`config.mk`:
```
export PLATFORM = sky130hd
export DESIGN_NAME = opll_bus_write_sequencer
export DESIGN_NICKNAME = d
export VERILOG_FILES = /design/src/rtl/opll_bus_pkg.sv /design/src/rtl/opll_sync_fifo.sv /design/src/rtl/opll_bus_write_sequencer.sv
export SDC_FILE = /design/constraint.sdc
export NUM_CORES = 1
export LEC_CHECK = 0
export CAP_MARGIN = 15
export CORE_MARGIN = 2
export CORE_UTILIZATION = 31
export CTS_BUF_LIST = sky130_fd_sc_hd__clkbuf_16
export CTS_CLUSTER_DIAMETER = 100
export DETAILED_ROUTE_END_ITERATION = 8
export PLACE_DENSITY_LB_ADDON = 0.25
export SKIP_CTS_REPAIR_TIMING = 1
export SYNTH_ARGS = -nofsm -noshare
export SYNTH_HDL_FRONTEND = slang
export SYNTH_SLANG_ARGS = --single-unit
```
`constraint.sdc`:
```
create_clock -name clk -period 3.65 [get_ports clk]
set_input_delay 0.5475 -clock clk [delete_from_list [all_inputs] [get_ports clk]]
set_output_delay 0.5475 -clock clk [all_outputs]
set_load 0.02 [all_outputs]
```
`src/rtl/opll_bus_pkg.sv`:
```
// Shared types and constants for the OPLL host-write sequencer.
// Contents:
//   opll_state_e - bus sequencer FSM states
//   A0_ADDR/A0_DATA - YM2413 A0 encoding for address and data phases
//   DEF_ADDR_WAIT/DEF_DATA_WAIT - default post-strobe wait times in clk cycles
//   opll_write_t - packed register/data payload; the top prepends the chip index
//   cnt_width() - width of the shared phase counter
package opll_bus_pkg;

    typedef enum logic [2:0] {
        StIdle,
        StAddrStb,
        StAddrGap,
        StDataStb,
        StDataGap
    } opll_state_e;

    localparam logic A0_ADDR = 1'b0;
    localparam logic A0_DATA = 1'b1;

    localparam int unsigned DEF_ADDR_WAIT = 12;
    localparam int unsigned DEF_DATA_WAIT = 84;

    typedef struct packed {
        logic [7:0] reg_addr;
        logic [7:0] data;
    } opll_write_t;

    // Largest terminal count is max(a,b,c)-1, so clog2 of the max is enough.
    function automatic int unsigned cnt_width(input int unsigned a, input int unsigned b,
                                              input int unsigned c);
        int unsigned m;
        m = a;
        if (b > m) m = b;
        if (c > m) m = c;
        return (m < 2) ? 1 : $clog2(m);
    endfunction

endpackage

```
`src/rtl/opll_sync_fifo.sv`:
```
// Synchronous FIFO with flush and occupancy output.
// Ports:
//   clk, rst           - clock, synchronous active-high reset
//   i_push, i_wdata    - write request and data (ignored when full or flushing)
//   i_pop              - read request (ignored when empty or flushing)
//   i_flush            - drop all stored entries, reset pointers
//   o_rdata            - head entry (valid when !o_empty)
//   o_full, o_empty    - status
//   o_level            - occupancy, 0..DEPTH
module opll_sync_fifo #(
    parameter int unsigned DEPTH = 8,
    parameter int unsigned WIDTH = 17
) (
    input  logic                    clk,
    input  logic                    rst,
    input  logic                    i_push,
    input  logic                    i_pop,
    input  logic                    i_flush,
    input  logic [WIDTH-1:0]        i_wdata,
    output logic [WIDTH-1:0]        o_rdata,
    output logic                    o_full,
    output logic                    o_empty,
    output logic [$clog2(DEPTH):0]  o_level
);

    localparam int unsigned AW = $clog2(DEPTH);

    logic [WIDTH-1:0] r_mem [DEPTH];
    logic [AW-1:0]    r_wr_ptr;
    logic [AW-1:0]    r_rd_ptr;
    logic [AW:0]      r_level;
    logic             w_push;
    logic             w_pop;

    assign o_full  = (r_level == (AW+1)'(DEPTH));
    assign o_empty = (r_level == '0);
    assign o_level = r_level;
    assign o_rdata = r_mem[r_rd_ptr];

    // Full blocks a push even if a pop frees a slot in the same cycle.
    assign w_push = i_push && !o_full && !i_flush;
    assign w_pop  = i_pop && !o_empty && !i_flush;

    always_ff @(posedge clk) begin
        if (rst || i_flush) begin
            r_wr_ptr <= '0;
            r_rd_ptr <= '0;
            r_level  <= '0;
        end else begin
            // DEPTH is a power of two, so pointers wrap naturally.
            if (w_push) r_wr_ptr <= r_wr_ptr + AW'(1);
            if (w_pop)  r_rd_ptr <= r_rd_ptr + AW'(1);
            case ({w_push, w_pop})
                2'b10:   r_level <= r_level + (AW+1)'(1);
                2'b01:   r_level <= r_level - (AW+1)'(1);
                default: r_level <= r_level;
            endcase
        end
    end

    always_ff @(posedge clk) begin
        if (w_push) r_mem[r_wr_ptr] <= i_wdata;
    end

endmodule

```
`src/rtl/opll_bus_write_sequencer.sv`:
```
// Queued host-write front end for one or more YM2413-compatible cores.
// Host (chip, reg, data) triples are buffered and replayed as address/data
// strobe pairs with fixed strobe width and post-strobe waits.
// Ports:
//   clk, rst                  - clock, synchronous active-high reset
//   i_valid/o_ready           - push handshake; o_ready = FIFO not full
//   i_chip, i_reg, i_data     - write triple
//   i_flush                   - drop queued (not in-flight) entries
//   o_cs_n, o_wr_n, o_a0, o_d - registered OPLL bus
//   o_level                   - FIFO occupancy
//   o_busy                    - FSM active or entries queued
module opll_bus_write_sequencer
    import opll_bus_pkg::*;
#(
    parameter int unsigned DEPTH      = 8,
    parameter int unsigned NUM_CHIPS  = 1,
    parameter int unsigned CHIP_W     = 1,
    parameter int unsigned WR_PULSE   = 2,
    parameter int unsigned ADDR_WAIT  = DEF_ADDR_WAIT,
    parameter int unsigned DATA_WAIT  = DEF_DATA_WAIT,
    parameter int unsigned ADDR_CACHE = 1
) (
    input  logic                    clk,
    input  logic                    rst,
    input  logic                    i_valid,
    output logic                    o_ready,
    input  logic [CHIP_W-1:0]       i_chip,
    input  logic [7:0]              i_reg,
    input  logic [7:0]              i_data,
    input  logic                    i_flush,
    output logic [NUM_CHIPS-1:0]    o_cs_n,
    output logic                    o_wr_n,
    output logic                    o_a0,
    output logic [7:0]              o_d,
    output logic [$clog2(DEPTH):0]  o_level,
    output logic                    o_busy
);

    localparam int unsigned EW = CHIP_W + 16;
    localparam int unsigned CW = cnt_width(WR_PULSE, ADDR_WAIT, DATA_WAIT);

    localparam logic [CW-1:0] L_PULSE_LAST = CW'(WR_PULSE - 1);
    localparam logic [CW-1:0] L_AGAP_LAST  = CW'((ADDR_WAIT > 0) ? ADDR_WAIT - 1 : 0);
    // The IDLE pop cycle supplies the final data-gap cycle.
    localparam logic [CW-1:0] L_DGAP_LAST  = CW'((DATA_WAIT > 1) ? DATA_WAIT - 2 : 0);

    logic [EW-1:0]          w_head;
    logic [CHIP_W-1:0]      w_head_chip;
    opll_write_t            w_head_pl;
    logic                   w_fifo_full;
    logic                   w_fifo_empty;
    logic [$clog2(DEPTH):0] w_level;
    logic                   w_pop;
    logic                   w_hit;

    opll_state_e            r_state, w_state_d;
    logic [CW-1:0]          r_cnt, w_cnt_d;
    logic [CHIP_W-1:0]      r_chip;
    opll_write_t            r_pl;
    logic [NUM_CHIPS-1:0]   r_cache_vld;
    logic [7:0]             r_cache_reg [NUM_CHIPS];

    logic [NUM_CHIPS-1:0]   w_sel_n;
    logic [NUM_CHIPS-1:0]   w_cs_n, r_cs_n;
    logic                   w_wr_n, r_wr_n;
    logic                   w_a0, r_a0;
    logic [7:0]             w_d, r_d;

    opll_sync_fifo #(
        .DEPTH (DEPTH),
        .WIDTH (EW)
    ) u_fifo (
        .clk     (clk),
        .rst     (rst),
        .i_push  (i_valid),
        .i_pop   (w_pop),
        .i_flush (i_flush),
        .i_wdata ({i_chip, i_reg, i_data}),
        .o_rdata (w_head),
        .o_full  (w_fifo_full),
        .o_empty (w_fifo_empty),
        .o_level (w_level)
    );

    assign w_head_chip = w_head[EW-1:16];
    assign w_head_pl   = w_head[15:0];

    assign o_ready = !w_fifo_full;
    assign o_level = w_level;
    assign o_busy  = (r_state != StIdle) || (w_level != '0);
    assign o_cs_n  = r_cs_n;
    assign o_wr_n  = r_wr_n;
    assign o_a0    = r_a0;
    assign o_d     = r_d;

    // Out-of-range chip indices never match, so they always miss.
    always_comb begin
        w_hit = 1'b0;
        for (int c = 0; c < NUM_CHIPS; c++) begin
            if ((ADDR_CACHE != 0) && (w_head_chip == CHIP_W'(c)) && r_cache_vld[c] &&
                (r_cache_reg[c] == w_head_pl.reg_addr)) begin
                w_hit = 1'b1;
            end
        end
    end

    // State register with phase counter and in-flight entry.
    always_ff @(posedge clk) begin
        if (rst) begin
            r_state <= StIdle;
            r_cnt   <= '0;
            r_chip  <= '0;
            r_pl    <= '0;
        end else begin
            r_state <= w_state_d;
            r_cnt   <= w_cnt_d;
            if (w_pop) begin
                r_chip <= w_head_chip;
                r_pl   <= w_head_pl;
            end
        end
    end

    // Next-state logic.
    always_comb begin
        w_state_d = r_state;
        w_cnt_d   = r_cnt;
        w_pop     = 1'b0;
        case (r_state)
            StIdle: begin
                w_cnt_d = '0;
                if (!w_fifo_empty && !i_flush) begin
                    w_pop     = 1'b1;
                    w_state_d = w_hit ? StDataStb : StAddrStb;
                end
            end
            StAddrStb: begin
                if (r_cnt == L_PULSE_LAST) begin
                    w_cnt_d   = '0;
                    w_state_d = (ADDR_WAIT == 0) ? StDataStb : StAddrGap;
                end else begin
                    w_cnt_d = r_cnt + CW'(1);
                end
            end
            StAddrGap: begin
                if (r_cnt == L_AGAP_LAST) begin
                    w_cnt_d   = '0;
                    w_state_d = StDataStb;
                end else begin
                    w_cnt_d = r_cnt + CW'(1);
                end
            end
            StDataStb: begin
                if (r_cnt == L_PULSE_LAST) begin
                    w_cnt_d   = '0;
                    w_state_d = (DATA_WAIT <= 1) ? StIdle : StDataGap;
                end else begin
                    w_cnt_d = r_cnt + CW'(1);
                end
            end
            StDataGap: begin
                if (r_cnt == L_DGAP_LAST) begin
                    w_cnt_d   = '0;
                    w_state_d = StIdle;
                end else begin
                    w_cnt_d = r_cnt + CW'(1);
                end
            end
            default: begin
                w_cnt_d   = '0;
                w_state_d = StIdle;
            end
        endcase
    end

    // Address cache: remembers the last register address strobed per chip.
    always_ff @(posedge clk) begin
        if (rst) begin
            r_cache_vld <= '0;
        end else if (r_state == StAddrStb) begin
            for (int c = 0; c < NUM_CHIPS; c++) begin
                if (r_chip == CHIP_W'(c)) begin
                    r_cache_vld[c] <= 1'b1;
                    r_cache_reg[c] <= r_pl.reg_addr;
                end
            end
        end
    end

    always_comb begin
        for (int c = 0; c < NUM_CHIPS; c++) begin
            w_sel_n[c] = (r_chip != CHIP_W'(c));
        end
    end

    // Output decode; A0/D hold their last strobe value while the bus is idle.
    always_comb begin
        w_cs_n = '1;
        w_wr_n = 1'b1;
        w_a0   = r_a0;
        w_d    = r_d;
        case (r_state)
            StAddrStb: begin
                w_cs_n = w_sel_n;
                w_wr_n = 1'b0;
                w_a0   = A0_ADDR;
                w_d    = r_pl.reg_addr;
            end
            StDataStb: begin
                w_cs_n = w_sel_n;
                w_wr_n = 1'b0;
                w_a0   = A0_DATA;
                w_d    = r_pl.data;
            end
            default: ;
        endcase
    end

    always_ff @(posedge clk) begin
        if (rst) begin
            r_cs_n <= '1;
            r_wr_n <= 1'b1;
            r_a0   <= A0_ADDR;
            r_d    <= '0;
        end else begin
            r_cs_n <= w_cs_n;
            r_wr_n <= w_wr_n;
            r_a0   <= w_a0;
            r_d    <= w_d;
        end
    end

endmodule

```
==> qor.csv, run 1 <==
metric,value,unit
p_leak,2.765,nW
grt_pass1_wl,23650,µm
syn-cell-area,7645,µm²
path_cells,or4b_2 -> nand2_1 -> nor2_1 -> inv_1 -> ha_1 -> xor2_1 -> ha_1 -> a21oi_1 -> xor2_1 -> or3_1 -> a21oi_1,
drcViolationCount,0,
clockBufferDepth,2,
largest_registers,"u_fifo.r_mem (136), r_pl (16)",
final_common_cell,edfxtp_1,
ys.flops,196,
n_fill_cell,2280,
outcome,completed,
portBuffers,37,
die_w,161.0,µm
synth_cell_type_count,44,
taps,324,
syn-num-nets,500,
antenna_found_initial,0,
gr-usage-met1,15.45,%
hpwl,9338,µm
routedWlPerCell,17.65,µm
**Run 1: wiring by layer**

Drawn at 1.5 px/µm.
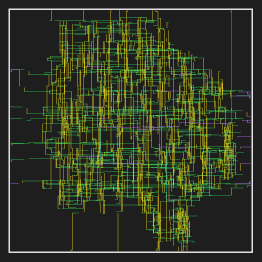
- metal 2: yellow (wire length 7670 µm)
- metal 3: purple (wire length 323 µm)
- metal 1: green (wire length 6890 µm)
- metal 4: cyan (wire length 174 µm)

**Run 1: logic cells by family**

Drawn at 1.5 px/µm.
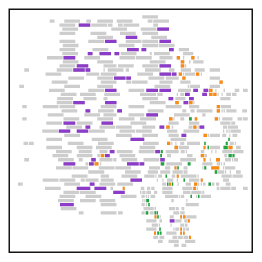
- inverting AOI/OAI gates: orange (cells 47; where a column on the right)
- multiplexers: purple (cells 60)
- NAND gates: green (cells 31)
combinational share of cell area: 23.72%
Layout Cells excl Fill: 853

**Run 1: the clock network**

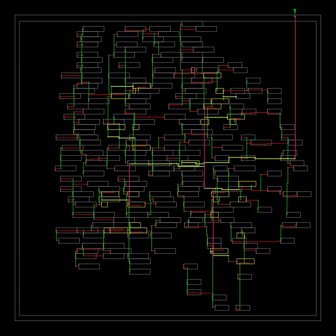
clock group total power: 1.79 mW
Worst-Skew Late Latency: 0.43 ns
CTS Buf Count: 17
post-route clock skew: 0.009505 ns

**Run 1: M3 wires**

Drawn at 3 px/µm.
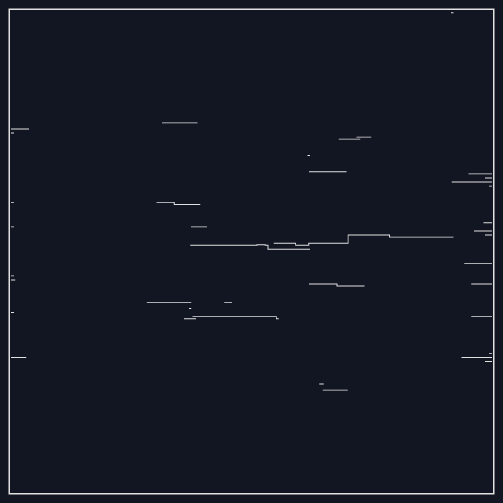

==> run 2: changes to the inputs <==
==> constraint.sdc (replaced) <==
create_clock -name clk -period 2.4 [get_ports clk]
set_input_delay 0.36 -clock clk [delete_from_list [all_inputs] [get_ports clk]]
set_output_delay 0.36 -clock clk [all_outputs]
set_load 0.02 [all_outputs]
**Run 2: M3 wires**

Drawn at 3 px/µm.
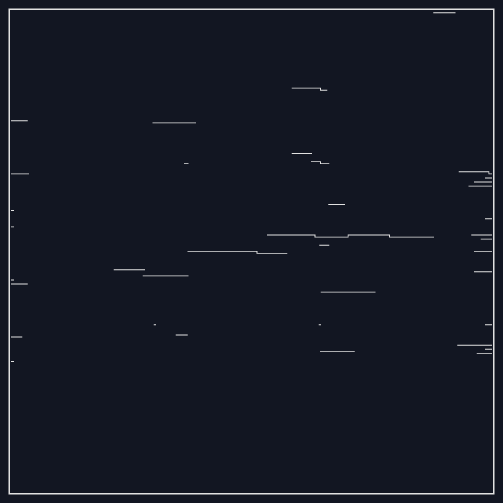
- wire length on this layer: 299 µm
- share of all routed wire: 2.0%
Routed WL: 14720 µm
routed via count: 4052
GR met3 Demand/Resource: 2.286%

==> run 2 against run 1 <==
  * Global-route usage down 0.38 points
  * Critical path type unchanged
  * Sequential power up 52%
  * Highest routed layer unchanged
  * Synthesized cell count unchanged
  * Hold slack worse by 0.0092 ns
  * Largest cell class unchanged
  * Non-clock buffer count up 27
  * Sequential share of layout area down 2.7 points
  * Combinational power up 71%
  * Largest power group unchanged
  * Final area up 4.8%
  * Via count up 2.3%
  * Fmax up 14%
==> qor.csv, run 2 <==
metric,value,unit,change
min_from,r_pl[9],,
die_w,161.0,µm,unchanged
cap_violations,0,,
reg2reg_from,u_fifo.o_level[0],,
clk_latency,0.43,ns,about the same
top_layer_used,met4,,
path_cells,or4b_4 -> nand2_4 -> nor2_4 -> inv_4 -> ha_4 -> xor2_1 -> ha_2 -> a21oi_2 -> xor2_1 -> or3_1 -> a21oi_2,,
synth_cells,471,,
area.growth.synth_to_final,22.91,%,
synth_cell_type_count,44,,unchanged
cts_buffers,17,,unchanged
n_fill_cell,2281,,+0.044%
finalCritPeriodShare,98.81,%,
comb_area,2206,µm²,
place_inst,846,,
ys.flops,196,,unchanged
p_leak,2.969,nW,+7.4%
portBuffers,37,,unchanged
comb-cell-share,23.48,%,-0.24 points
final_common_cell,edfxtp_1,,
fin_skew,0.01110,ns,+0.001595 ns
drcViolationCount,0,,unchanged
hpwl,9324,µm,-0.15%
routedWlPerCell,16.70,µm,-5.4%
hold_path_depth,0,,
inverters_excl_clock,6,,
syn-cell-area,7645,µm²,unchanged
outcome,completed,,
aoi_share,4.468,%,
gr-usage-met1,15.83,%,+0.38 points
grt_pass1_wl,22910,µm,-3.1%
clockBufferDepth,2,,unchanged
stdcell_count,881,,+3.3%
largest_registers,"u_fifo.r_mem (136), r_pl (16)",,
final_nets,573,,
taps,324,,unchanged
antenna_found_initial,0,,unchanged
pg_clk,2.83,mW,+58%
cp-startpoint,u_fifo.o_level[0],,
syn-num-nets,500,,unchanged
**Run 2: wiring by layer**

Drawn at 1.5 px/µm.
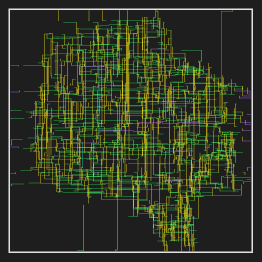
- metal 1: green (wire length 7000 µm)
- metal 4: cyan (wire length 194 µm)
- metal 3: purple (wire length 299 µm)
- metal 2: yellow (wire length 7220 µm)

==> run 3: changes to the inputs <==
--- a/config.mk
+++ b/config.mk
@@ -5,6 +5,7 @@
 export SDC_FILE = /design/constraint.sdc
 export NUM_CORES = 1
 export LEC_CHECK = 0
+export ABC_CLOCK_PERIOD_IN_PS = 2400
 export CAP_MARGIN = 15
 export CORE_MARGIN = 2
 export CORE_UTILIZATION = 31
**Run 3: M3 wires**

Drawn at 3 px/µm.
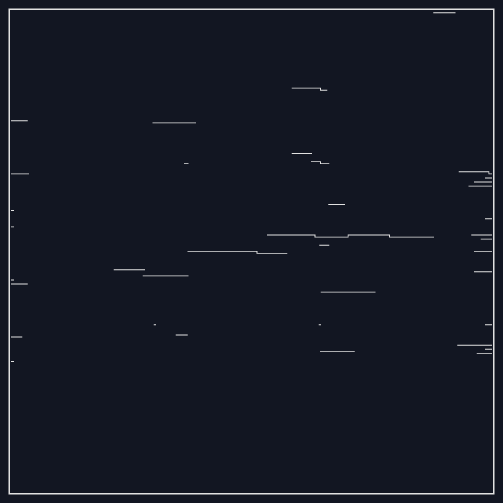
- share of all routed wire: 2.0%
- wire length on this layer: 299 µm

**Run 3: logic cells by family**

Drawn at 1.5 px/µm.
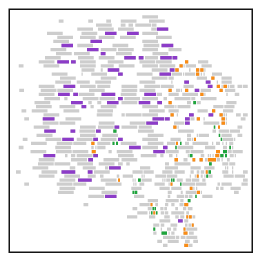
- NAND gates: green (cells 31)
- multiplexers: purple (cells 60)
- inverting AOI/OAI gates: orange (cells 47)
combinational share of cell area: 23.48%
dominant logic cell type in the layout: edfxtp_1
Layout Cells excl Fill: 881

==> run 3 against run 2 <==
  * Non-clock buffer count is the same
  * First-iteration DRC count did not move
  * Critical path depth did not move
  * Setup slack unchanged
  * Sequential share of layout area did not move
==> qor.csv, run 3 <==
metric,value,unit,change
die_w,161.0,µm,unchanged
syn-cell-area,7645,µm²,unchanged
largest_registers,"u_fifo.r_mem (136), r_pl (16)",,
final_nets,573,,unchanged
antenna_found_initial,0,,unchanged
outcome,completed,,
p_leak,2.969,nW,unchanged
dr_total_vias,4052,,unchanged
portBuffers,37,,unchanged
synth_cells,471,,unchanged
wirelength,14720,µm,unchanged
drcViolationCount,0,,unchanged
area.growth.synth_to_final,22.91,%,unchanged
cts_buffers,17,,unchanged
comb_area,2206,µm²,unchanged
top_layer_used,met4,,
taps,324,,unchanged
routedWlPerCell,16.70,µm,unchanged
pg_clk,2.83,mW,about the same
clockBufferDepth,2,,unchanged
inverters_excl_clock,6,,unchanged
min_from,r_pl[9],,
cp-startpoint,u_fifo.o_level[0],,
clk_latency,0.43,ns,about the same
grtUsageMet3,2.286,%,unchanged
fin_skew,0.01110,ns,unchanged
No activity file was given, so power comes from the tool's default toggle rates.
